`src/rtl/icache_miss_fsm.sv`:
```
// icache_miss_fsm: control FSM for an N-way set-associative instruction cache.
// It takes fetch requests, resolves hits in LOOKUP, and on a miss it runs one
// AXI-style line burst. Each beat goes into the fill buffer, and the line is then
// refilled into the LRU victim way. A fetch redirect (cancel) abandons the
// response, but the burst still completes and the line is still refilled.
module icache_miss_fsm #(
  parameter int WAYS       = 2,
  parameter int LINE_WORDS = 4,
  parameter int ADDR_W     = 32,
  parameter int OFFS_W     = $clog2(LINE_WORDS) + 2
) (
  input  logic                          clk,
  input  logic                          rstn,
  input  logic                          rvalid,
  input  logic [ADDR_W-1:0]             addr,
  input  logic                          cancel,
  input  logic [WAYS-1:0]               hit,
  input  logic [$clog2(WAYS)-1:0]       victim_way,
  input  logic                          i_arready,
  input  logic                          i_rvalid,
  input  logic                          i_rlast,
  output logic                          rready,
  output logic                          i_arvalid,
  output logic [ADDR_W-1:0]             i_araddr,
  output logic [7:0]                    i_arlen,
  output logic                          i_rready,
  output logic                          rbuf_we,
  output logic                          fbuf_we,
  output logic [$clog2(LINE_WORDS)-1:0] fbuf_idx,
  output logic                          fbuf_clear,
  output logic                          data_from_mem_sel,
  output logic [WAYS-1:0]               mem_we,
  output logic [WAYS-1:0]               TagV_we,
  output logic                          LRU_update,
  output logic                          miss_LRU_update,
  output logic [$clog2(WAYS)-1:0]       miss_lru_way,
  output logic                          resp_valid
);

  localparam int WAY_W = $clog2(WAYS);
  localparam int IDX_W = $clog2(LINE_WORDS);
  localparam logic [IDX_W-1:0] LAST_BEAT = IDX_W'(LINE_WORDS - 1);

  typedef enum logic [2:0] {
    IDLE   = 3'd0,
    LOOKUP = 3'd1,
    MISS_A = 3'd2,
    MISS_D = 3'd3,
    REFILL = 3'd4,
    DRAIN  = 3'd5
  } state_t;

  state_t state;
  state_t state_next;
  state_t eff_state;

  logic [ADDR_W-1:OFFS_W] addr_r;
  logic [IDX_W-1:0]       counter;
  logic [WAY_W-1:0]       way_r;
  logic                   cancel_pend;
  logic                   err;
  logic                   overflow;

  logic                   way_load;
  logic                   cnt_clear;
  logic                   beat;
  logic                   err_set;
  logic [WAYS-1:0]        way_onehot;

  // The byte-offset bits of the fetch address never reach memory, because
  // bursts are always line-aligned.
  logic unused_addr_bits;
  assign unused_addr_bits = ^addr[OFFS_W-1:0];

  assign i_arlen    = 8'(LINE_WORDS - 1);
  assign way_onehot = WAYS'(1) << way_r;

  // While rstn is low the outputs must look like IDLE, even before the reset edge.
  assign eff_state = rstn ? state : IDLE;

  // State, request buffer, beat counter and sticky flags.
  always_ff @(posedge clk) begin
    if (!rstn) begin
      state       <= IDLE;
      addr_r      <= '0;
      counter     <= '0;
      way_r       <= '0;
      cancel_pend <= 1'b0;
      err         <= 1'b0;
      overflow    <= 1'b0;
    end else begin
      state <= state_next;
      if (rbuf_we) begin
        addr_r <= addr[ADDR_W-1:OFFS_W];
      end
      if (way_load) begin
        way_r <= victim_way;
      end
      if (cnt_clear) begin
        counter  <= '0;
        overflow <= 1'b0;
      end else if (beat) begin
        counter <= counter + IDX_W'(1);
        if (counter == LAST_BEAT) begin
          overflow <= 1'b1;
        end
      end
      if (state_next == IDLE) begin
        cancel_pend <= 1'b0;
      end else if (cancel && (state == MISS_A || state == MISS_D)) begin
        cancel_pend <= 1'b1;
      end
      if (err_set) begin
        err <= 1'b1;
      end
    end
  end

  // Next-state logic and all handshake and write-enable outputs.
  always_comb begin
    state_next        = eff_state;
    rready            = 1'b0;
    rbuf_we           = 1'b0;
    fbuf_clear        = 1'b0;
    data_from_mem_sel = 1'b1;
    i_arvalid         = 1'b0;
    i_araddr          = '0;
    i_rready          = 1'b0;
    fbuf_we           = 1'b0;
    fbuf_idx          = '0;
    mem_we            = '0;
    TagV_we           = '0;
    LRU_update        = 1'b0;
    miss_LRU_update   = 1'b0;
    miss_lru_way      = '0;
    resp_valid        = 1'b0;
    way_load          = 1'b0;
    cnt_clear         = 1'b0;
    beat              = 1'b0;
    err_set           = 1'b0;

    case (eff_state)
      IDLE: begin
        rready     = 1'b1;
        rbuf_we    = 1'b1;
        fbuf_clear = 1'b1;
        if (rvalid) begin
          state_next = LOOKUP;
        end
      end

      LOOKUP: begin
        data_from_mem_sel = 1'b0;
        if (cancel) begin
          state_next = IDLE;
        end else if (|hit) begin
          LRU_update = 1'b1;
          if (rvalid) begin
            rready  = 1'b1;
            rbuf_we = 1'b1;
          end else begin
            state_next = IDLE;
          end
        end else begin
          way_load   = 1'b1;
          state_next = MISS_A;
        end
      end

      MISS_A: begin
        i_arvalid = 1'b1;
        i_araddr  = {addr_r, {OFFS_W{1'b0}}};
        if (i_arready) begin
          cnt_clear  = 1'b1;
          state_next = MISS_D;
        end
      end

      MISS_D: begin
        i_rready = 1'b1;
        if (i_rvalid) begin
          beat     = 1'b1;
          fbuf_we  = !overflow;
          fbuf_idx = counter;
          if (i_rlast) begin
            state_next = REFILL;
            if (counter != LAST_BEAT || overflow) begin
              err_set = 1'b1;
            end
          end
        end
      end

      REFILL: begin
        mem_we          = way_onehot;
        TagV_we         = err ? '0 : way_onehot;
        miss_LRU_update = 1'b1;
        miss_lru_way    = way_r;
        resp_valid      = !(cancel_pend || cancel || err);
        state_next      = IDLE;
      end

      default: begin
        rready     = 1'b1;
        rbuf_we    = 1'b1;
        fbuf_clear = 1'b1;
        state_next = IDLE;
      end
    endcase
  end

endmodule

```
`config.mk`:
```
export PLATFORM = sky130hd
export DESIGN_NAME = icache_miss_fsm
export DESIGN_NICKNAME = d
export VERILOG_FILES = /design/src/rtl/icache_miss_fsm.sv
export SDC_FILE = /design/constraint.sdc
export NUM_CORES = 1
export LEC_CHECK = 0
export ABC_AREA = 1
export ABC_CLOCK_PERIOD_IN_PS = 5930
export CORE_UTILIZATION = 44
export CTS_CLUSTER_DIAMETER = 150
export DETAILED_ROUTE_END_ITERATION = 8
export PLACE_DENSITY_LB_ADDON = 0.12
export SETUP_SLACK_MARGIN = 0.1
export SLEW_MARGIN = 20
export SYNTH_ARGS = -nofsm -noshare
export SYNTH_HDL_FRONTEND = slang
export SYNTH_SLANG_ARGS = --single-unit
```
`constraint.sdc`:
```
create_clock -name clk -period 5.93 [get_ports clk]
set_input_delay 1.779 -clock clk [delete_from_list [all_inputs] [get_ports clk]]
set_output_delay 1.779 -clock clk [all_outputs]
set_load 0.03 [all_outputs]
```
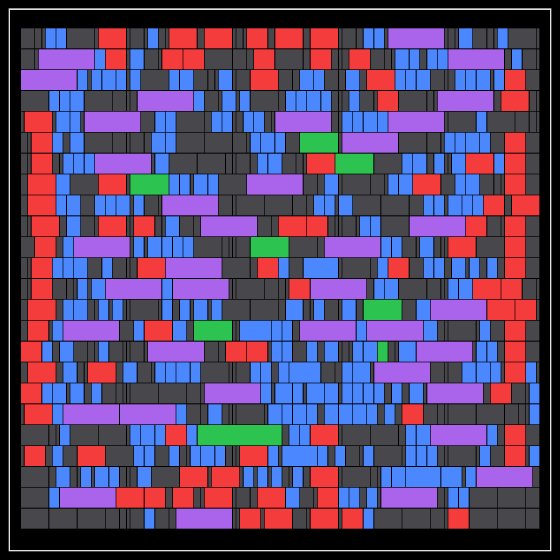
Figure 1: run 1, placed cells, one colour a class.
Fill, decap, tap and diode cells in grey.
| class | colour | cells | share of their area |
|---|---|---|---|
| clock drivers and dummy loads | green | 8 | 4.2% |
| other buffers and delay cells | red | 88 | 28% |
| flip-flops | purple | 37 | 27% |
| all other logic | blue | 262 | 41% |
Core Rows: 24
Core Box Area: 4414 um2
Core Util, Final: 0.6372
Final Cell Area: 2813 um2

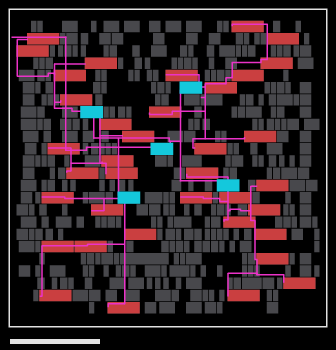
Figure 2: run 1, clock wires, drivers and flops.
Scale bar: 20 um.
[cells driving clock nets] cyan | count: 5
[clock wires] magenta | length: 469 um
[flip-flops] red | count: 37
flops lie: all over the die
worst skew pair latency: 0.28 ns
clock-net power: 0.223 mW

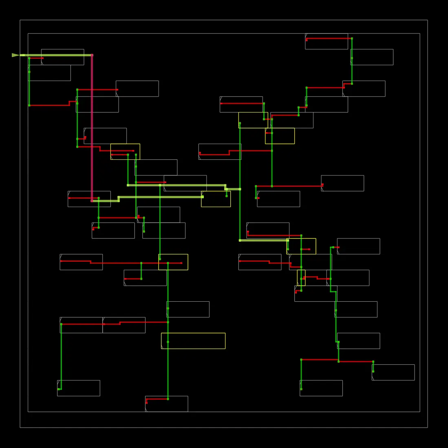
Figure 3: run 1, clock routing.
cts bufs inserted: 5
layout clock buffer count: 7

==> flow_summary.ini, run 1 <==
; implementation run metrics
[worst_setup_path]
critPathKind = input pin to primary output
arrival_ns = 3.60
critPathBufInv = 3
cpPeakStageDelay_ns = 0.61
critical_path.cell_chain = clkdlybuf4s50_1 -> nand4_2 -> nand2_2 -> buf_4 -> nand2_1 -> buf_4
reg2reg_slack_ns = 4.24
endpoint_kind = primary output
cpMaxStageDelayCell = clkdlybuf4s50_1

[power]
power_mw = 0.5885
p_leak_nw = 1.428

[run]
tool_warnings = 30
maxCapViolCount = 0

[global_routing]
grt_antenna_before_repair = 0

[detailed_routing]
wl_um = 4610
first_iter_violations = 87
first_pass_iters = 4

[logic_synthesis]
ys.flops = 37
yosysChipArea_um2 = 2054
yosysWarnings = 0
synth_cells = 322
ff_type = dfxtp_1
ys_cells = 322
synth-async-reset-ratio = 0
synthDistinctLibCells = 22

[place]
placed_cell_area_um2 = 2696
place.gp.congestion = 0.8568
pre_cts_ws_ns = 0.5466

[clock_network]
ctsHoldBuffers = 0
cts.sinks = 37

[final_layout]
final_cell_mix = 69 x nor2_1, 49 x buf_4, 48 x inv_1, 48 x nand2_1, 39 x clkdlybuf4s50_1
drive_gt1_frac = 0.1570
num-fill-cells = 411
final_common_cell = nor2_1
final_cells = 447

[timing]
fin_hold_ws_ns = 0.4782
max_slew_margin = 0.6340
finalHoldViolCount = 0
worst_slew_pin_slew_ns = 0.5490
fin_skew_ns = 0.002149
setup_viol = 0

[die]
top_level_ports = 99

[min_path]
hold_class = register to register

[outcome]
status = completed
run 1: power breakdown:
part	switching, mW	internal (mW)	total (mW)	leakage, nW
combinational	0.0548	0.0429	0.0977	1.06
sequential	0.00416	0.263	0.267	0.306
clock	0.0864	0.137	0.223	0.0585
run 1: worst min-delay path: stages, from the launching register on:
cell and delay, ns:
dfxtp_1 0.31, inv_1 0.06, a21oi_1 0.06
run 1: synthesized netlist by cell type, types with 4 or more instances:
library cell and instances:
nor2_1 69, buf_2 6, clkbuf_1 7, buf_6 4, nor3_1 4, a21oi_1 32
nand3_1 35, nand2_1 49, dfxtp_1 37, buf_4 16, inv_1 48
run 1: cell type report:
class	instances	area (um2)	area share
Clock buffer	7	86.33	0.03069
Clock inverter	1	30.03	0.01068
Inverter	49	183.9	0.06539
Multi-Input combinational cell	213	948.4	0.3372
Sequential cell	37	740.7	0.2633
Tap cell	52	65.06	0.02313
Timing Repair Buffer	88	758.2	0.2696
run 1: cells by family (layout without fill, tap and decap cells):
kind of cell / Yosys count / in the layout / synth area share
AOI/OAI and AO/OA: 35 / 35 / 0.08587
adders and majority gates: 1 / 1 / 0.006089
buffers and inverters: 82 / 145 / 0.1973
DFF: 37 / 37 / 0.3605
other: 2 / 12 / 0.003655
and+or+nand+nor: 165 / 165 / 0.3465
run 1: per-layer routing:
metal,global-route usage,up-vias
met5,0,-
met4,0.04667,0
met3,0.05628,2
met2,0.3206,59
met1,0.2563,899
li1,-,1109
run 1: path summary, 6_finish.rpt:
check	startpoint	endpoint	depth (start not counted)
setup / recovery	rstn	rready	6
hold reg to reg	overflow	overflow	2
hold / removal	overflow	overflow	2
setup reg to reg	state[2]	addr_r[5]	6
run 1: registers in the layout, summed over array words and instances, names as in the netlist:
name,count
cancel_pend,1
overflow,1
addr_r,28
counter,2
state,3
way_r,1
err,1
Figure 4. Wiring by layer (run 1).
Scale bar: 20 um. Only two layers are drawn.
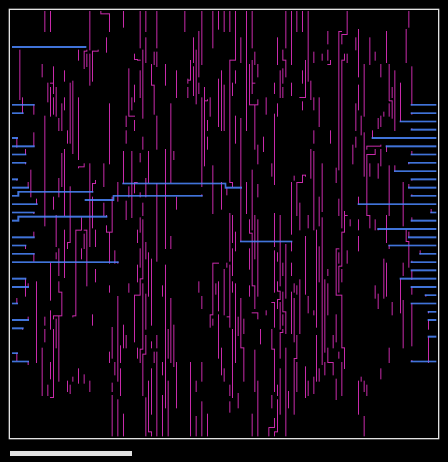

## Run 2: what changed since run 1
- ABC_AREA: 1 -> 0
- CORE_MARGIN: not set -> 4
- CORE_UTILIZATION: 44 -> 42
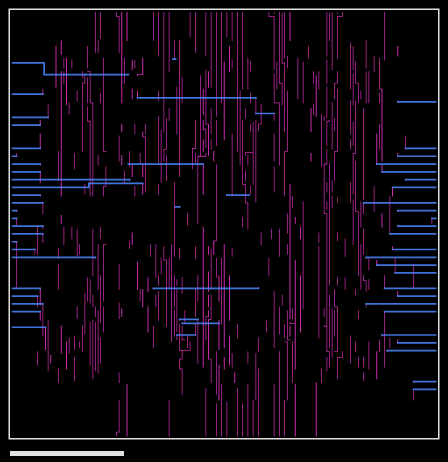
Figure 5: run 2, wiring by layer.
Scale bar: 20 um. Only two layers are drawn.
| layer | colour | wire length |
|---|---|---|
| met3 | blue | 429 um |
| met2 | magenta | 2140 um |
vias: 1801
Routed WL: 4651 um
routed wire length per instance: 12.71 um
global router's overall resource usage: 0.1670

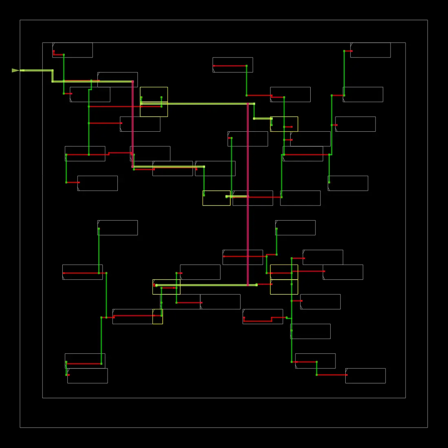
Figure 6: run 2, clock routing.
worst skew pair latency: 0.29 ns
clock-net power: 0.192 mW

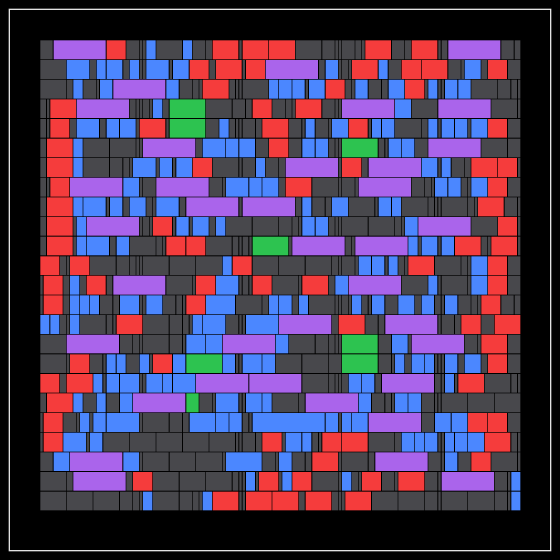
Figure 7: run 2, placed cells, one colour a class.
Fill, decap, tap and diode cells in grey.
| class | colour | cells | share of their area |
|---|---|---|---|
| clock drivers and dummy loads | green | 8 | 3.9% |
| all other logic | blue | 179 | 38% |
| other buffers and delay cells | red | 90 | 30% |
| flip-flops | purple | 37 | 28% |
Core Util, Final: 0.6129
Final Cell Area: 2669 um2
Seq area share: 0.2775

==> flow_summary.ini, run 2 <==
; implementation run metrics
[worst_setup_path]
endpoint_kind = primary output
cpMaxStageDelayCell = clkdlybuf4s50_1
cpPeakStageDelay_ns = 0.67
critPathBufInv = 3
cp-startpoint = rstn
arrival_ns = 3.91
worstPathRequired_ns = 4.15
critical-path-top-delay-family = buffers and inverters
critical_path.cell_chain = clkdlybuf4s50_1 -> nand4bb_4 -> or4b_4 -> and2_4 -> inv_1 -> clkdlybuf4s50_1
critPathKind = input pin to primary output
worst-path-max-fanout = 4
worstSetupStartpointType = input pin
reg2reg_from = state[0]
crit_top_cell = clkdlybuf4s50_1

[clock_network]
path_clk_slew_ns = 0.07
postCtsResizedCells = 0
cts_buffer_depth = 2
htree_levels = 2
numCtsBuffers = 5
tritoncts = built
ctsHoldBuffers = 0
cts.sinks = 37

[die]
die_w_um = 74.89
core_um2 = 4354
die_area_um2 = 5609
initial_core_util = 0.4316
num_rows = 24
top_level_ports = 99

[timing]
fin_hold_ws_ns = 0.4622
setup_viol = 0
worst_slew_pin_slew_ns = 0.5618
finalHoldViolCount = 0
max_slew_margin = 0.6220
clock.fmax_mhz = 175.7
slew_violations = 0
rsz0062_at_grt = false
fin_skew_ns = 0.003360

[power]
vdd_ir_drop_max_mv = 0.1238
power.density_nw_per_um2 = 206.3
p_leak_nw = 1.184

[min_path]
hold_class = register to register
min-delay-start = addr_r[27]

[logic_synthesis]
yosysSeqAreaShare = 0.3941
synthDistinctLibCells = 34
top_cell_area_share = 0.3941
synth-edff-count = 0
synth_cells = 238
most_common_cell = dfxtp_1
ff_type = dfxtp_1
common_cells = 37 x dfxtp_1, 35 x nand2_1, 31 x nand3_1
ys.flops = 37
yosysWarnings = 0
synthTopCellsByArea = dfxtp_1 39%, and2_1 9.3%, nand3_1 8.3%
yosysChipArea_um2 = 1879
ys_cells = 238
yosys.area.top_type = dfxtp_1
syn-cell-area_um2 = 1879
synth.avg_cell_area_um2 = 7.896
synth-async-reset-ratio = 0

[detailed_routing]
viasPerCell = 4.921
first_iter_violations = 98
first_pass_iters = 4

[final_layout]
drive_gt1_frac = 0.2293
largestRegisters = addr_r: 28 flops, state: 3 flops, counter: 2 flops
final_cell_mix = 49 x buf_4, 41 x clkdlybuf4s50_1, 37 x dfxtp_1
nets = 356
final_common_cell = buf_4
n_antenna_cell = 0
top_register = addr_r
syn_to_final_growth_pct = 42.01
largest_reg_flops = 28

[global_routing]
grt_antenna_before_repair = 0
gr-total-overflow = 0
grt_first_pass_wirelength_um = 7245
grt_max_degree = 37
grt_pass1_vias = 1607

[place]
io_buffers = 82
placed_cell_area_um2 = 2567
place.gp.congestion = 0.8089

[run]
maxCapViolCount = 0
tool_warnings = 30

[outcome]
status = completed
-- run 2: cell types whose count changed after synthesis, sizes merged, moves of 3 or more --
cell	change
a21oi	-27
and2	+29
and3	+3
buf	-5
clkbuf	+4
inv	-43
nand2	-15
nand3	-4
nand4	-4
nor2	-62
o21ai	+29
-- run 2: cell families (layout without fill, tap and decap cells) --
logic type,count (synthesis),count (layout),synth area share
other cells,2,12,0.003996
compound gates,42,42,0.1378
simple gates,117,117,0.3362
fa+ha+maj,1,1,0.006657
xor+xnor,1,1,0.004661
flops,37,37,0.3941
buf+inv,38,104,0.1165
-- run 2: path summary, 6_finish.rpt --
path	endpoint	slack (ns)	cells past startpoint
worst max-delay path	rready	0.24	6
worst max register to register	addr_r[5]	4.04	5
worst min register to register	addr_r[27]	0.46	2
worst min-delay path	addr_r[27]	0.46	2
-- run 2: final cells by class --
type	instances	area, um2
clock buffers	7	96.34
inverters	6	22.52
well taps	52	65.06
fillers	419	1685
repair buffers	90	778.2
multi-input cells	173	960.9
clock inverters	1	5.005
flip-flops and latches	37	740.7
-- run 2: stage by stage --
stage | worst slack (ns) | utilization | total power, mW | instances
finish | 0.2378 | 0.6129 | 0.5506 | 366
floorplan | 0.5640 | - | 0.3324 | 248
global route | 0.1688 | 0.6129 | 0.5797 | 366
global placement | 0.2231 | 0.5897 | 0.3639 | 358
CTS | 0.2142 | 0.6129 | 0.5591 | 366
detailed placement | 0.2193 | 0.5897 | 0.3655 | 358
-- run 2: worst reg2reg max path, cell delays in order (launching register included) --
cell and delay (ns):
dfxtp_1 0.51, nand4bb_4 0.16, or4b_4 0.55, and2_4 0.17, buf_4 0.23, o21ai_0 0.20
-- run 2: layer usage --
metal / share of wire / wire [um] / GRT usage
met5: 0 / 0 / 0
met3: 0.092 / 428 / 0.05607
met2: 0.46 / 2136 / 0.2727
met1: 0.43 / 2011 / 0.2066
met4: 0.016 / 74 / 0.05534
-- run 2: report_power, final --
part / total, mW / internal, mW / switching (mW)
clock network: 0.192 / 0.105 / 0.0867
registers: 0.273 / 0.265 / 0.00783
logic: 0.0861 / 0.0405 / 0.0456
Power is estimated from default activity; no workload was simulated.
